==> config.mk <==
export PLATFORM = sky130hd
export DESIGN_NAME = qed_dup_buffer
export DESIGN_NICKNAME = d
export VERILOG_FILES = /design/src/rtl/qed_dup_buffer.sv
export SDC_FILE = /design/constraint.sdc
export NUM_CORES = 1
export LEC_CHECK = 0
export CORE_ASPECT_RATIO = 0.5
export CORE_MARGIN = 3
export CORE_UTILIZATION = 50
export CTS_BUF_LIST = sky130_fd_sc_hd__clkbuf_4 sky130_fd_sc_hd__clkbuf_8
export DETAILED_ROUTE_END_ITERATION = 10
export DONT_BUFFER_PORTS = 1
export PLACE_DENSITY = 0.74
export SLEW_MARGIN = 20
export SYNTH_ARGS = -nofsm -noshare
export SYNTH_HDL_FRONTEND = slang
export SYNTH_SLANG_ARGS = --single-unit
==> constraint.sdc <==
create_clock -name clk -period 5.5 [get_ports clk]
set_input_delay 0.55 -clock clk [delete_from_list [all_inputs] [get_ports clk]]
set_output_delay 0.55 -clock clk [all_outputs]
set_load 0.1 [all_outputs]
==> src/rtl/qed_dup_buffer.sv <==
// rtl/qed_dup_buffer.sv - QED original/duplicate instruction buffer in front of core fetch
//
// Purpose:
//   Original mode (exec_dup=0) forwards each constrained instruction to the
//   core and queues a register-remapped duplicate of it. Duplicate mode
//   (exec_dup=1) replays the queued duplicates in program order. Issued
//   originals and duplicates are counted so the consistency check can be
//   armed only once both halves have issued and nothing is left in flight.
//
// Configuration macro:
//   QED_MEM_REMAP_EN - when defined, duplicate LW/SW also set immediate bit 5
//                      (instruction[25]) so duplicate memory traffic lands in
//                      the upper half of the data window.
//
// Ports:
//   clk, rst          clock, asynchronous active-high reset
//   ena               fetch accepts this cycle; 0 freezes all state/outputs
//   exec_dup          mode select, sampled every cycle
//   ifu_instruction   constrained original instruction
//   ifu_vld           ifu_instruction valid
//   qed_instruction   instruction to core fetch (registered)
//   qed_vld           qed_instruction valid
//   qed_is_dup        current output is a duplicate
//   qed_stall         FIFO full, presented original was not accepted
//   fifo_level        occupied duplicate entries
//   qed_check_ready   originals == duplicates issued, nonzero, FIFO empty

module qed_dup_buffer #(
    parameter int DEPTH = 16,
    parameter int AW    = 4,
    parameter int CW    = 16
) (
    input  logic          clk,
    input  logic          rst,
    input  logic          ena,
    input  logic          exec_dup,
    input  logic [31:0]   ifu_instruction,
    input  logic          ifu_vld,
    output logic [31:0]   qed_instruction,
    output logic          qed_vld,
    output logic          qed_is_dup,
    output logic          qed_stall,
    output logic [AW:0]   fifo_level,
    output logic          qed_check_ready
);

    localparam logic [31:0] NOP       = 32'h0000_007F;
    localparam logic [AW:0] DEPTH_LVL = (AW+1)'(DEPTH);

    localparam logic [6:0] OP_R  = 7'b0110011;
    localparam logic [6:0] OP_I  = 7'b0010011;
    localparam logic [6:0] OP_LW = 7'b0000011;
    localparam logic [6:0] OP_SW = 7'b0100011;

    // Register fields of originals are always below x16, so setting bit 4 of
    // each used field moves the duplicate into the disjoint x16..x31 bank.
    function automatic logic [31:0] dup_remap(input logic [31:0] ins);
        logic [31:0] r;
        r = ins;
        case (ins[6:0])
            OP_R: begin
                r[11] = 1'b1;   // rd
                r[19] = 1'b1;   // rs1
                r[24] = 1'b1;   // rs2
            end
            OP_I: begin
                r[11] = 1'b1;
                r[19] = 1'b1;
            end
            OP_LW: begin
                r[11] = 1'b1;   // rs1 stays x0 as the common base
`ifdef QED_MEM_REMAP_EN
                r[25] = 1'b1;   // imm bit 5: +32 byte offset
`endif
            end
            OP_SW: begin
                r[19] = 1'b1;   // rs2 stays x0
`ifdef QED_MEM_REMAP_EN
                r[25] = 1'b1;   // imm[11:5] bit 0 == imm bit 5
`endif
            end
            default: r = ins;
        endcase
        return r;
    endfunction

    logic [31:0]   mem_q [DEPTH];

    logic [AW-1:0] wr_ptr_q, wr_ptr_d;
    logic [AW-1:0] rd_ptr_q, rd_ptr_d;
    logic [AW:0]   level_q, level_d;
    logic [CW-1:0] orig_cnt_q, orig_cnt_d;
    logic [CW-1:0] dup_cnt_q, dup_cnt_d;
    logic [31:0]   instr_q, instr_d;
    logic          vld_q, vld_d;
    logic          is_dup_q, is_dup_d;
    logic          stall_q, stall_d;
    logic          check_ready_q, check_ready_d;

    logic          push;
    logic          pop;
    logic          full;
    logic          empty;
    logic [31:0]   dup_instr;

    assign full      = (level_q == DEPTH_LVL);
    assign empty     = (level_q == '0);
    assign dup_instr = dup_remap(ifu_instruction);

    always_comb begin
        push          = 1'b0;
        pop           = 1'b0;
        wr_ptr_d      = wr_ptr_q;
        rd_ptr_d      = rd_ptr_q;
        level_d       = level_q;
        orig_cnt_d    = orig_cnt_q;
        dup_cnt_d     = dup_cnt_q;
        instr_d       = instr_q;
        vld_d         = vld_q;
        is_dup_d      = is_dup_q;
        stall_d       = stall_q;
        check_ready_d = check_ready_q;

        if (ena) begin
            instr_d  = NOP;
            vld_d    = 1'b0;
            is_dup_d = 1'b0;
            stall_d  = 1'b0;

            if (!exec_dup) begin
                if (ifu_vld) begin
                    if (full) begin
                        // Source must hold and re-present this instruction.
                        stall_d = 1'b1;
                    end else begin
                        push    = 1'b1;
                        instr_d = ifu_instruction;
                        vld_d   = 1'b1;
                    end
                end
            end else if (!empty) begin
                pop      = 1'b1;
                instr_d  = mem_q[rd_ptr_q];
                vld_d    = 1'b1;
                is_dup_d = 1'b1;
            end

            // Push and pop never coincide: the mode selects exactly one.
            if (push) begin
                wr_ptr_d = wr_ptr_q + 1'b1;
                level_d  = level_q + 1'b1;
                if (orig_cnt_q != '1) orig_cnt_d = orig_cnt_q + 1'b1;
            end
            if (pop) begin
                rd_ptr_d = rd_ptr_q + 1'b1;
                level_d  = level_q - 1'b1;
                if (dup_cnt_q != '1) dup_cnt_d = dup_cnt_q + 1'b1;
            end

            // Evaluated on next-state values so the flag rises together with
            // the output of the final duplicate.
            check_ready_d = (orig_cnt_d == dup_cnt_d) && (orig_cnt_d != '0)
                            && (level_d == '0);
        end
    end

    always_ff @(posedge clk or posedge rst) begin
        if (rst) begin
            wr_ptr_q      <= '0;
            rd_ptr_q      <= '0;
            level_q       <= '0;
            orig_cnt_q    <= '0;
            dup_cnt_q     <= '0;
            instr_q       <= NOP;
            vld_q         <= 1'b0;
            is_dup_q      <= 1'b0;
            stall_q       <= 1'b0;
            check_ready_q <= 1'b0;
        end else begin
            wr_ptr_q      <= wr_ptr_d;
            rd_ptr_q      <= rd_ptr_d;
            level_q       <= level_d;
            orig_cnt_q    <= orig_cnt_d;
            dup_cnt_q     <= dup_cnt_d;
            instr_q       <= instr_d;
            vld_q         <= vld_d;
            is_dup_q      <= is_dup_d;
            stall_q       <= stall_d;
            check_ready_q <= check_ready_d;
        end
    end

    // Storage needs no reset: clearing the pointers/level discards contents.
    always_ff @(posedge clk) begin
        if (push) mem_q[wr_ptr_q] <= dup_instr;
    end

    assign qed_instruction = instr_q;
    assign qed_vld         = vld_q;
    assign qed_is_dup      = is_dup_q;
    assign qed_stall       = stall_q;
    assign fifo_level      = level_q;
    assign qed_check_ready = check_ready_q;

endmodule

==> results.json <==
{
  "simple_gate_share_pct": 4.36,
  "nets": 1373,
  "power_frac_seq_pct": 50.7,
  "cts_resized": 0,
  "worst-r2r-setup-slack_ns": 0.86,
  "h-tree-depth": 3,
  "switching_share_pct": 33.3,
  "openroad.warnings": 31,
  "top_logic_kind": "multiplexers",
  "die_h_um": 161,
  "power_mw": 12.8,
  "cts_tree": "yes",
  "clock_path_buffers": 3,
  "vias": 12424,
  "setup_viol": 0,
  "fp-utilization_pct": 51.0,
  "dp_slack_ns": 0.921,
  "dp_hpwl_um": 30500,
  "ys_sh_xor_pct": 2.00,
  "top_area_share_pct": 64.0,
  "slew_violations": 0,
  "rsz0062_at_grt": "no",
  "ys_types": 58,
  "start_kind": "flop",
  "grt_overflow": 0,
  "ff_type": "edfxtp_1",
  "crit_fanout": 24,
  "cts_buffers": 82,
  "core_mm2": 0.0472,
  "holdBufCountCts": 31,
  "rr_worst_depth": 7,
  "critPathSlowestCell": "dfrtp_1",
  "fin_crit_ns": 4.64,
  "timing.critical_path.arrival_ns": 4.99,
  "endpoint_kind": "flop",
  "yosys_register_bits": 593,
  "reg2reg_from": "fifo_level[1]",
  "synth_cells": 1257,
  "grt_antenna_before_repair": 4,
  "worstReg2RegEnd": "mem_q[3][9]",
  "setup_slack_ns": 0.862,
  "fmax_mhz": 216,
  "clk_latency_ns": 0.68,
  "synth_nets": 1304,
  "status": "completed",
  "ys_sh_aoi_pct": 3.16,
  "startpoint": "fifo_level[1]",
  "cts_setup_buffers": 0,
  "yosys_area_mm2": 0.0240,
  "drt_iter0_markers": 1301,
  "vias_per_cell": 6.11,
  "chipWidth_um": 316,
  "detailedRoute.firstPassIterationCount": 6,
  "async_flop_share_pct": 13.7,
  "vdd_drop_max_uv": 274,
  "slew_headroom_pct": 23.9,
  "holdCritStartpoint": "ena",
  "crit_required_ns": 5.85,
  "placementRows": 56,
  "place.gp.congestion": 0.812,
  "ys_cells": 1257,
  "diodes": 0,
  "hold_path_class": "in2reg",
  "edf_count": 512,
  "dp_cells": 1849,
  "finish.utilization_pct": 57.1,
  "power_frac_clock_pct": 27.1,
  "die_area_mm2": 0.0509,
  "synthesis.area_mm2": 0.0240,
  "hold_slack_ns": 0.0679,
  "powerDensity_mw_per_mm2": 475,
  "fin_crit_sh_pct": 84.3,
  "finalSetupTns_ns": 0,
  "area_growth_pct": 12.1,
  "grt_first_pass_wirelength_um": 82400,
  "path_class": "reg2reg",
  "crit_path_end": "mem_q[3][9]",
  "ys_sh_mux_pct": 16.0,
  "p_int_mw": 8.54,
  "ios": 78,
  "groute.usage.overall_pct": 21.8,
  "path_cells": "inv_1, ha_1, nor4bb_1, nor2_4, nand3_1, nor3_2, buf_12",
  "worst_pin_slew_ns": 1.14,
  "comb_power_share_pct": 22.1,
  "cts_root_buf": "clkbuf_8",
  "power.switching_mw": 4.26,
  "grt_pass1_vias": 13091,
  "stdcell_area_mm2": 0.0269,
  "area_leaders": "edfxtp_1, mux4_2, dfrtp_1, xnor2_1, nor2_1",
  "adder_share_pct": 0.521,
  "io_buffers": 0,
  "placement.cell_area_mm2": 0.0249,
  "ys_warn_count": 0,
  "max-cap-violations": 0,
  "finalHoldViolCount": 0,
  "yosys.stat.seqShare_pct": 72.4,
  "top_area_cell": "edfxtp_1",
  "antenna_violating_nets_post_route": 0,
  "slowest_delay_ns": 1.05,
  "finalNonFillerCells": 2032,
  "clk_pin_slew_worst_paths_ns": 0.06,
  "avgSynthCellArea_um2": 19.1,
  "leakagePower_nw": 8.75,
  "drc": 0,
  "layout-drive-gt1-share_pct": 26.5,
  "grt_max_degree": 71
}
[synth_stat cells (10+ instances only)]
| cell type | count |
|---|---|
| xor2_1 | 15 |
| a21oi_1 | 40 |
| nand2_1 | 44 |
| xnor2_1 | 40 |
| buf_1 | 15 |
| edfxtp_1 | 512 |
| a22oi_1 | 26 |
| ha_1 | 10 |
| o21ai_0 | 17 |
| mux2_2 | 18 |
| nand3_1 | 27 |
| nor2_1 | 61 |
| nand4_1 | 11 |
| mux4_2 | 160 |
| inv_1 | 18 |
| nor3_1 | 20 |
| dfrtp_1 | 74 |
| clkbuf_1 | 52 |
[worst max-delay path: cells and delay by family (launching register included)]
family,cells,cell delay [ns]
adder cells (fa/ha/maj),1,0.29
buffers and inverters,2,0.51
flip-flops,1,1.05
AND/OR/NAND/NOR,4,2.45
[area by class of cell]
class,instances,area [um2]
tap,638,798
clock inverter,40,318
sequential,593,17400
multi-input combinational,576,6390
timing repair buffer,55,571
inverter,18,70.1
clock buffer,112,1370
fill,3331,20200
[per-layer routing]
metal / GRT usage, % / vias to the layer above / wire, um
met5: 0 / - / 23
met3: 5.06 / 105 / 4410
met1: 30.9 / 6493 / 21700
met2: 34.2 / 558 / 26000
met4: 6.87 / 4 / 1340
li1: - / 5264 / -
[power groups by stage]
stage	clock (mW)	sequential [mW]	combinational, mW
after floorplan	0	6.21	2.43
after detailed placement	0	6.60	2.78
after CTS	3.54	6.50	2.87
after global routing	3.76	6.55	3.05
final	3.47	6.50	2.84
after global placement	0	6.57	2.73
[cells in the final DEF, fill, tap and decap left out, drive strengths merged, types with 2 or more instances in the layout]
cell type | netlist | final
clkinv | 0 | 32
buf | 18 | 25
ha | 10 | 10
nand2b | 8 | 8
o41ai | 2 | 2
or2 | 2 | 2
o21ai | 18 | 18
and4 | 4 | 4
or4 | 4 | 4
xor2 | 15 | 15
dfstp | 7 | 7
mux4 | 160 | 160
edfxtp | 512 | 512
nor2 | 61 | 61
dfrtp | 74 | 74
a21o | 3 | 3
nor3 | 20 | 20
and2 | 5 | 5
nand3 | 27 | 27
mux2i | 5 | 5
or3 | 2 | 2
nand4 | 11 | 11
o221ai | 7 | 7
a21oi | 40 | 40
dlygate4sd3 | 0 | 30
o22ai | 3 | 3
inv | 18 | 23
nor4 | 9 | 9
a31oi | 5 | 5
clkbuf | 52 | 112
a22oi | 26 | 26
nand2 | 44 | 44
and3 | 8 | 8
bufinv | 0 | 3
xnor2 | 40 | 40
mux2 | 18 | 18
[state kept, by name, summed over array words and instances (netlist names)]
register,count
qed_instruction,32
orig_cnt_q,16
wr_ptr_q,4
qed_vld,1
dup_cnt_q,16
rd_ptr_q,4
qed_is_dup,1
qed_check_ready,1
mem_q,512
qed_stall,1
fifo_level,5
[worst min path at each step]
stage | end | cells past startpoint | slack, ns
after floorplan | dup_cnt_q[4] | 1 | 0.47
after global placement | qed_is_dup | 1 | 0.38
after detailed placement | qed_is_dup | 1 | 0.39
after CTS | qed_instruction[13] | 2 | 0.003
after global routing | qed_instruction[13] | 2 | 0.04
final | qed_instruction[30] | 2 | 0.07
**Wire density map**

Scale: 1.5 px per um. 32 x 16 tiles, from black (low) to pale yellow (high), scaled to the fullest tile. Values are wire area over tile area, all layers added.
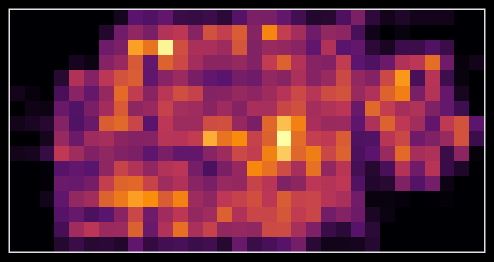
18% of the tiles are nearly empty. The densest ninth of the die: center. 21% of the tiles are over half the peak. The mean over all tiles is 0.17. The fullest tile reaches 0.55. The emptiest ninth of the die: south-east.
final WL: 53500 um
routed length per instance: 26.3 um

**The clock network**

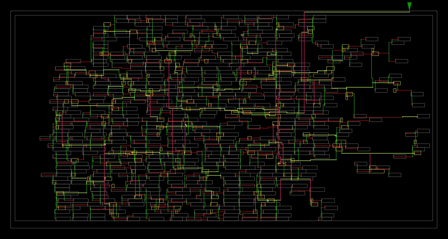
clk pwr: 3.47 mW
clock skew: 0.0560 ns
Sink Count: 593
clk_buf instances: 112

Power is estimated from default activity; no workload was simulated.
